--- src/rtl/change_dispenser_pkg.sv ---
// Shared definitions for the change dispenser: coin codes (common with the
// coin-accept path), denomination values and FSM state encoding.
package change_dispenser_pkg;

  localparam logic [2:0] COIN_NONE = 3'b000;
  localparam logic [2:0] COIN_5    = 3'b001;
  localparam logic [2:0] COIN_10   = 3'b010;
  localparam logic [2:0] COIN_50   = 3'b011;
  localparam logic [2:0] COIN_100  = 3'b100;
  localparam logic [2:0] COIN_500  = 3'b101;

  localparam int unsigned NUM_DENOM = 5;

  typedef enum logic [1:0] {
    S_IDLE,
    S_SELECT,
    S_ISSUE,
    S_DONE
  } state_t;

  // Rupee value of a coin code; zero for non-coin codes.
  function automatic logic [15:0] denom_value(input logic [2:0] code);
    case (code)
      COIN_5:   return 16'd5;
      COIN_10:  return 16'd10;
      COIN_50:  return 16'd50;
      COIN_100: return 16'd100;
      COIN_500: return 16'd500;
      default:  return 16'd0;
    endcase
  endfunction

  function automatic logic is_coin(input logic [2:0] code);
    return (code >= COIN_5) && (code <= COIN_500);
  endfunction

  // Inventory slot for a coin code (slot 0 holds the 5-rupee count).
  function automatic logic [2:0] denom_idx(input logic [2:0] code);
    return code - 3'd1;
  endfunction

endpackage

--- src/rtl/change_dispenser_if.sv ---
// Request, hopper and inventory-load signals of the change dispenser.
// slave = dispenser side, master = controller / hopper side.
interface change_dispenser_if #(
  parameter int unsigned CNT_W = 8
) ();
  logic              req_valid;
  logic [15:0]       req_amount;
  logic              req_ready;
  logic [2:0]        coin_code;
  logic              coin_valid;
  logic              coin_ack;
  logic              done;
  logic [15:0]       shortfall;
  logic              busy;
  logic              load_en;
  logic [2:0]        load_code;
  logic [CNT_W-1:0]  load_count;
  logic              jam;

  modport master (
    output req_valid, req_amount, coin_ack, load_en, load_code, load_count,
    input  req_ready, coin_code, coin_valid, done, shortfall, busy, jam
  );

  modport slave (
    input  req_valid, req_amount, coin_ack, load_en, load_code, load_count,
    output req_ready, coin_code, coin_valid, done, shortfall, busy, jam
  );
endinterface

--- src/rtl/change_denom_select.sv ---
// Combinational greedy picker: largest denomination that fits the remaining
// amount and still has stock.
module change_denom_select
  import change_dispenser_pkg::*;
#(
  parameter int unsigned CNT_W = 8
) (
  input  logic [15:0]      remaining,
  input  logic [CNT_W-1:0] counts [NUM_DENOM],
  output logic             found,
  output logic [2:0]       code,
  output logic [15:0]      value
);

  // Ascending scan: a later (larger) hit overrides a smaller one.
  always_comb begin
    found = 1'b0;
    code  = COIN_NONE;
    value = '0;
    for (int unsigned i = 0; i < NUM_DENOM; i++) begin
      if ((counts[i] != '0) && (denom_value(3'(i + 1)) <= remaining)) begin
        found = 1'b1;
        code  = 3'(i + 1);
        value = denom_value(3'(i + 1));
      end
    end
  end

endmodule

--- src/rtl/change_dispenser.sv ---
// Change dispenser: breaks a rupee amount into coins (greedy, inventory
// limited) and issues them one at a time over a valid/ack handshake.
// Optional jam timeout: define CHANGE_DISPENSER_TIMEOUT_EN.
module change_dispenser
  import change_dispenser_pkg::*;
#(
  parameter int unsigned CNT_W      = 8,
  parameter int unsigned INIT_COUNT = 0,
  parameter int unsigned TIMEOUT    = 255
) (
  input  logic               clk,
  input  logic               reset,
  change_dispenser_if.slave  bus
);

  state_t            state;
  state_t            next_state;
  logic [15:0]       remaining;
  logic [15:0]       shortfall;
  logic [15:0]       issue_value;
  logic [2:0]        coin_code;
  logic [CNT_W-1:0]  counts [NUM_DENOM];
  logic              sel_found;
  logic [2:0]        sel_code;
  logic [15:0]       sel_value;
  logic              timeout_hit;
  logic              jam_q;

  change_denom_select #(.CNT_W(CNT_W)) u_select (
    .remaining (remaining),
    .counts    (counts),
    .found     (sel_found),
    .code      (sel_code),
    .value     (sel_value)
  );

`ifdef CHANGE_DISPENSER_TIMEOUT_EN
  localparam int unsigned WAIT_W = (TIMEOUT > 1) ? $clog2(TIMEOUT) : 1;

  logic [WAIT_W-1:0] wait_cnt;

  // ISSUE lasts at most TIMEOUT cycles: wait_cnt runs 0..TIMEOUT-1.
  assign timeout_hit = (state == S_ISSUE) && !bus.coin_ack &&
                       (wait_cnt == WAIT_W'(TIMEOUT - 1));

  // Wait counter cleared in SELECT so it starts at zero on ISSUE entry; sticky jam.
  always_ff @(posedge clk or negedge reset) begin
    if (!reset) begin
      wait_cnt <= '0;
      jam_q    <= 1'b0;
    end else begin
      if (state == S_ISSUE) wait_cnt <= wait_cnt + WAIT_W'(1);
      else                  wait_cnt <= '0;
      if (timeout_hit) jam_q <= 1'b1;
    end
  end
`else
  assign timeout_hit = 1'b0;
  assign jam_q       = 1'b0;
`endif

  // State register.
  always_ff @(posedge clk or negedge reset) begin
    if (!reset) state <= S_IDLE;
    else        state <= next_state;
  end

  // Next-state logic.
  always_comb begin
    next_state = state;
    case (state)
      S_IDLE:   if (bus.req_valid) next_state = jam_q ? S_DONE : S_SELECT;
      S_SELECT: next_state = sel_found ? S_ISSUE : S_DONE;
      S_ISSUE: begin
        if (bus.coin_ack)      next_state = S_SELECT;
        else if (timeout_hit)  next_state = S_DONE;
      end
      S_DONE:   next_state = S_IDLE;
      default:  next_state = S_IDLE;
    endcase
  end

  // Outputs decoded from state; coin_valid falls with the async reset of state.
  always_comb begin
    bus.req_ready  = (state == S_IDLE);
    bus.busy       = (state != S_IDLE);
    bus.done       = (state == S_DONE);
    bus.coin_valid = (state == S_ISSUE);
    bus.coin_code  = coin_code;
    bus.shortfall  = shortfall;
    bus.jam        = jam_q;
  end

  // Datapath: remaining amount, shortfall, issued coin and inventory.
  always_ff @(posedge clk or negedge reset) begin
    if (!reset) begin
      remaining   <= '0;
      shortfall   <= '0;
      issue_value <= '0;
      coin_code   <= COIN_NONE;
      for (int unsigned i = 0; i < NUM_DENOM; i++) counts[i] <= CNT_W'(INIT_COUNT);
    end else begin
      case (state)
        S_IDLE: begin
          if (bus.req_valid) begin
            remaining <= bus.req_amount;
            shortfall <= jam_q ? bus.req_amount : '0;
          end
          if (bus.load_en && is_coin(bus.load_code))
            counts[denom_idx(bus.load_code)] <= bus.load_count;
        end
        S_SELECT: begin
          if (sel_found) begin
            coin_code   <= sel_code;
            issue_value <= sel_value;
          end else begin
            shortfall <= remaining;
          end
        end
        S_ISSUE: begin
          if (bus.coin_ack) begin
            remaining                    <= remaining - issue_value;
            counts[denom_idx(coin_code)] <= counts[denom_idx(coin_code)] - CNT_W'(1);
          end else if (timeout_hit) begin
            shortfall <= remaining;
          end
        end
        default: ;
      endcase
    end
  end

endmodule

--- src/flat_wrapper.sv ---
// flat-port wrapper written by rule: the top's interface ports become plain ports
module change_dispenser_flat import change_dispenser_pkg::*;
#(
  parameter int unsigned CNT_W      = 8,
  parameter int unsigned INIT_COUNT = 0,
  parameter int unsigned TIMEOUT    = 255
)
  (clk, reset, bus_req_valid, bus_req_amount, bus_coin_ack, bus_load_en, bus_load_code, bus_load_count, bus_req_ready, bus_coin_code, bus_coin_valid, bus_done, bus_shortfall, bus_busy, bus_jam);
  change_dispenser_if #(.CNT_W(CNT_W)) bus_i ();
  input  logic clk;
  input  logic reset;
  input wire logic [$bits(bus_i.req_valid)-1:0] bus_req_valid;
  input wire logic [$bits(bus_i.req_amount)-1:0] bus_req_amount;
  input wire logic [$bits(bus_i.coin_ack)-1:0] bus_coin_ack;
  input wire logic [$bits(bus_i.load_en)-1:0] bus_load_en;
  input wire logic [$bits(bus_i.load_code)-1:0] bus_load_code;
  input wire logic [$bits(bus_i.load_count)-1:0] bus_load_count;
  output wire logic [$bits(bus_i.req_ready)-1:0] bus_req_ready;
  output wire logic [$bits(bus_i.coin_code)-1:0] bus_coin_code;
  output wire logic [$bits(bus_i.coin_valid)-1:0] bus_coin_valid;
  output wire logic [$bits(bus_i.done)-1:0] bus_done;
  output wire logic [$bits(bus_i.shortfall)-1:0] bus_shortfall;
  output wire logic [$bits(bus_i.busy)-1:0] bus_busy;
  output wire logic [$bits(bus_i.jam)-1:0] bus_jam;
  assign bus_i.req_valid = bus_req_valid;
  assign bus_i.req_amount = bus_req_amount;
  assign bus_i.coin_ack = bus_coin_ack;
  assign bus_i.load_en = bus_load_en;
  assign bus_i.load_code = bus_load_code;
  assign bus_i.load_count = bus_load_count;
  assign bus_req_ready = bus_i.req_ready;
  assign bus_coin_code = bus_i.coin_code;
  assign bus_coin_valid = bus_i.coin_valid;
  assign bus_done = bus_i.done;
  assign bus_shortfall = bus_i.shortfall;
  assign bus_busy = bus_i.busy;
  assign bus_jam = bus_i.jam;
  change_dispenser #(.CNT_W(CNT_W), .INIT_COUNT(INIT_COUNT), .TIMEOUT(TIMEOUT)) u_core (.clk(clk), .reset(reset), .bus(bus_i));
endmodule
--- config.mk ---
export PLATFORM = sky130hd
export DESIGN_NAME = change_dispenser_flat
export DESIGN_NICKNAME = d
export VERILOG_FILES = /design/src/rtl/change_dispenser_pkg.sv /design/src/rtl/change_dispenser_if.sv /design/src/rtl/change_denom_select.sv /design/src/rtl/change_dispenser.sv /design/src/flat_wrapper.sv
export SDC_FILE = /design/constraint.sdc
export NUM_CORES = 1
export LEC_CHECK = 0
export CORE_UTILIZATION = 62
export CTS_CLUSTER_SIZE = 24
export DETAILED_ROUTE_END_ITERATION = 16
export PLACE_DENSITY = 0.93
export SYNTH_ARGS = -nofsm -noshare
export SYNTH_HDL_FRONTEND = slang
export SYNTH_SLANG_ARGS = --single-unit
--- constraint.sdc ---
create_clock -name clk -period 4.9 [get_ports clk]
set_clock_uncertainty 0.05 [all_clocks]
set_input_delay 1.225 -clock clk [delete_from_list [all_inputs] [get_ports clk]]
set_output_delay 1.225 -clock clk [all_outputs]
set_load 0.1 [all_outputs]
**Ports around the boundary**

Pins as bars across the die edge, other pins in gray.
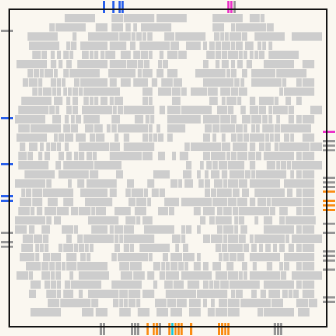
| color | port | pins | direction | edge |
|---|---|---|---|---|
| cyan | `bus_coin_valid` | 1 | output | bottom |
| blue | `bus_load_count` | 8 | input | 4 top, 4 left |
| magenta | `bus_coin_code` | 3 | output | 2 top, 1 right |
| orange | `bus_req_amount` | 16 | input | 12 bottom, 4 right |
all pins by edge: 22 bottom, 19 right, 8 left, 7 top
Port Buf Inserts: 54
Die Y: 93.5 µm

==> qor.tcl <==
set qor(worst_hold_slack_ns) 0.456
set qor(final_cells) 760
set qor(leakagePower_nw) 2.48
set qor(setup_repair_after_global_routing_missed_its_margin) {false}
set qor(achievable-frequency_ghz) 0.274
set qor(yosys_cells) 608
set qor(cts_htree_levels) 3
set qor(startpoint_type) {input pin}
set qor(tritonroute_pass_1_iters) 5
set qor(clkPwrFrac_pct) 11.2
set qor(timing_hold_violations_final) 0
set qor(place_inst) 744
set qor(synth.ff_latch_count) 83
set qor(ff_type) {sky130_fd_sc_hd__dfrtp_1}
set qor(clkSinkCount) 83
set qor(first_global_vias) 4948
set qor(crit_path_cell_trace) {clkdlybuf4s50_1 -> inv_1 -> ha_1 -> xor2_1 -> or3_1 -> nor2_1 -> o21ai_1 -> o21ai_0}
set qor(syn_area_per_cell_um2) 8.54
set qor(worstPathMaxFanout) 15
set qor(setup_viol_count_final) 0
set qor(gr-total-overflow) 0
set qor(dpl_wire_length_um) 11200
set qor(nNetsFinal) 696
set qor(warning_count) 28
set qor(timing.critical_path.slowest_stage_cell) {sky130_fd_sc_hd__o21ai_1}
set qor(drive_gt1_share_pct) 7.02
set qor(drt-vias-per-instance) 6.78
set qor(yosys.stat.chipArea_um2) 5190
set qor(cts_max_path_buffers) 2
set qor(cts_root_buffer) {sky130_fd_sc_hd__clkbuf_8}
set qor(core_area_um2) 8180
set qor(synth.largest_area_cell) {sky130_fd_sc_hd__dfrtp_1}
set qor(critical_path_class) {input pin to flip-flop}
set qor(pre_cts_ws_ns) 0.939
set qor(grt.total_usage_pct) 37.5
set qor(grt_first_pass_wirelength_um) 24900
set qor(synth.yosys.seq_area_share_pct) 40.0
set qor(cts.hold.buffers_added) 0
set qor(setup_ws_ns) 1.25
set qor(ys_sh_simple_pct) 20.8
set qor(path_clk_slew_ns) 0.09
set qor(period_needed_ns) 3.65
set qor(die_x_um) 93.5
set qor(ant_nets) 0
set qor(postLayoutCellArea_um2) 5990
set qor(post-cts-setup-buffers) 0
set qor(design_power_total_mw) 4.56
set qor(clk_latency_ns) 0.36
set qor(status) {complete, no violations}
set qor(compound_area_share_pct) 23.6
set qor(tightest_slew_ns) 1.06
set qor(core_util_floorplan_pct) 63.5
set qor(power.sequential.fraction_pct) 26.9
set qor(slowest_delay_ns) 0.71
set qor(synth.top_cells.by_area) {sky130_fd_sc_hd__dfrtp_1, sky130_fd_sc_hd__nand2_1, sky130_fd_sc_hd__o21ai_0, sky130_fd_sc_hd__a21oi_1, sky130_fd_sc_hd__nor2_1}
set qor(fa_ha_area_share_pct) 3.52
set qor(detailedRoute.firstIterationViolations) 348
set qor(pwr-share-comb_pct) 61.8
set qor(dpl_cell_area_um2) 5780
set qor(netSwitchingPower_mw) 2.39
set qor(ys_warn_count) 0
set qor(holdCritPathClass) {flip-flop to flip-flop}
set qor(synthesis.instances) 608
set qor(remaining_drc_errors) 0
set qor(finalMaxSlewViolations) 0
set qor(p_sw_share_pct) 52.4
set qor(placementRows) 33
set qor(synth.logic.top_family) {AND-OR/OR-AND gates}
set qor(top_area_cell_share_pct) 40.0
set qor(routedWlPerCell_um) 20.2
set qor(worst_slew_margin_rel_pct) 29.0
set qor(antenna_cells_inserted) 0
set qor(synth_cell_type_count) 64
set qor(tritoncts_buffers) 9
set qor(grt_max_degree) 84
set qor(number_of_enable_type_register_cells_in_the_synthesized_netlist) 0
set qor(globalplace.congestion) 1.02
set qor(areaGrowthSynthToFinish_pct) 15.2
set qor(internal-power_mw) 2.17
set qor(dieArea_um2) 8750
set qor(synth_area_um2) 5190
set qor(post_synth_xor_area_fraction_pct) 2.36
set qor(power-per-cell-area_nw_per_um2) 761
set qor(totalNegativeSetupSlack_ns) 0
set qor(postSynthNetCount) 654
set qor(vdd.ir_drop.worst_v) 0.000321
set qor(netlist.top_cell.by_instances) {sky130_fd_sc_hd__nand2_1}
set qor(critical_path_required_ns) 5.05
set qor(synth.area.mux_share_pct) 4.89
set qor(synthArstFlopShare_pct) 100
set qor(period_used_pct) 74.4
**Metal 3**

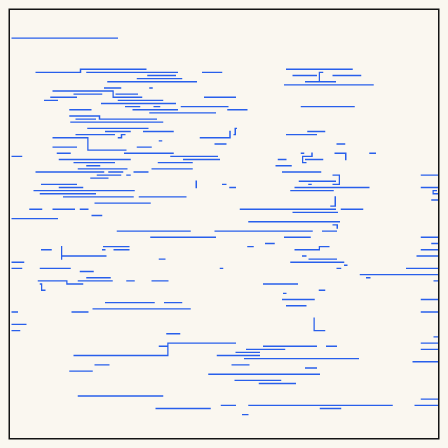
longest straight run: 31.3 µm
wire length on this layer: 1300 µm
nets with wire on the layer: 119
routed vias: 5151
global-route met3 utilization: 6.91%
wire length after detailed routing: 15300 µm

state kept, by name, indices dropped and copies added (netlist names):
signal / count
u_core.remaining: 16
u_core.issue_value: 7
u_core.counts: 40
u_core.bus.coin_code: 2
u_core.state: 2
u_core.bus.shortfall: 16
path summary, 6_finish.rpt:
check	start	end	slack (ns)	depth (start not counted)
min in group asynchronous	reset	u_core.bus.shortfall[13]	1.00	1
max reg2reg	u_core.bus.coin_code[1]	u_core.counts[22]	1.26	11
min	u_core.issue_value[7]	u_core.issue_value[7]	0.46	1
max in group asynchronous	reset	u_core.counts[31]	3.11	1
max	bus_load_code[0]	u_core.counts[16]	1.25	8
min reg2reg	u_core.issue_value[7]	u_core.issue_value[7]	0.46	1
final cells by class:
| type | count | area (µm²) |
|---|---|---|
| clock buffer | 10 | 138 |
| tap | 105 | 131 |
| multi-input combinational | 468 | 2870 |
| inverter | 22 | 82.6 |
| clock inverter | 6 | 65.1 |
| sequential | 83 | 2080 |
| timing repair buffer | 66 | 626 |
| fill | 607 | 2190 |
cells in the final DEF (no fill, tap or decap), drive strengths merged, types with 5 or more instances in the layout:
cell type / synthesis / final
clkdlybuf4s50: 0 / 52
o21ai: 74 / 74
xnor2: 7 / 7
nor3: 13 / 13
mux4: 7 / 7
a21oi: 37 / 37
o22ai: 7 / 7
o21a: 7 / 7
buf: 13 / 14
or3: 8 / 8
nor4: 10 / 10
and3: 10 / 10
o22a: 6 / 6
nor2: 48 / 48
xor2: 7 / 7
a32oi: 10 / 10
nand2: 86 / 86
a22oi: 11 / 11
nand3: 35 / 35
mux2i: 7 / 7
dfrtp: 83 / 83
o221ai: 5 / 5
clkbuf: 22 / 10
nand2b: 5 / 5
ha: 13 / 13
inv: 22 / 22
worst max-delay path: cells and delay by family:
family                   cells  cell delay, ns
adder cells (fa/ha/maj)      1            0.22
buffers and inverters        2            0.68
AND/OR/NAND/NOR              2            0.42
AND-OR/OR-AND                2            0.96
XOR/XNOR                     1            0.28
layer usage:
metal / up-vias / GRT usage, % / share of wire [%]
met3: 68 / 6.91 / 8.5
li1: 2301 / - / -
met4: 0 / 20.1 / 4.5
met1: 2475 / 45.8 / 38
met5: - / 0 / 0
met2: 307 / 62.9 / 49
power groups by stage:
stage	Clock, mW	Sequential (mW)	Combinational, mW
CTS	0.515	1.21	2.76
global route	0.543	1.25	3.04
floorplan	0	1.14	2.08
detailed placement	0	1.22	2.74
finish	0.512	1.23	2.82
global placement	0	1.21	2.68
cell families after synthesis:
group | Yosys count
mux | 16
other cells | 1
flops | 83
xor+xnor | 14
simple gates | 232
fa+ha+maj | 14
buf+inv | 57
compound gates | 191
Power and IR drop assume default switching activity.
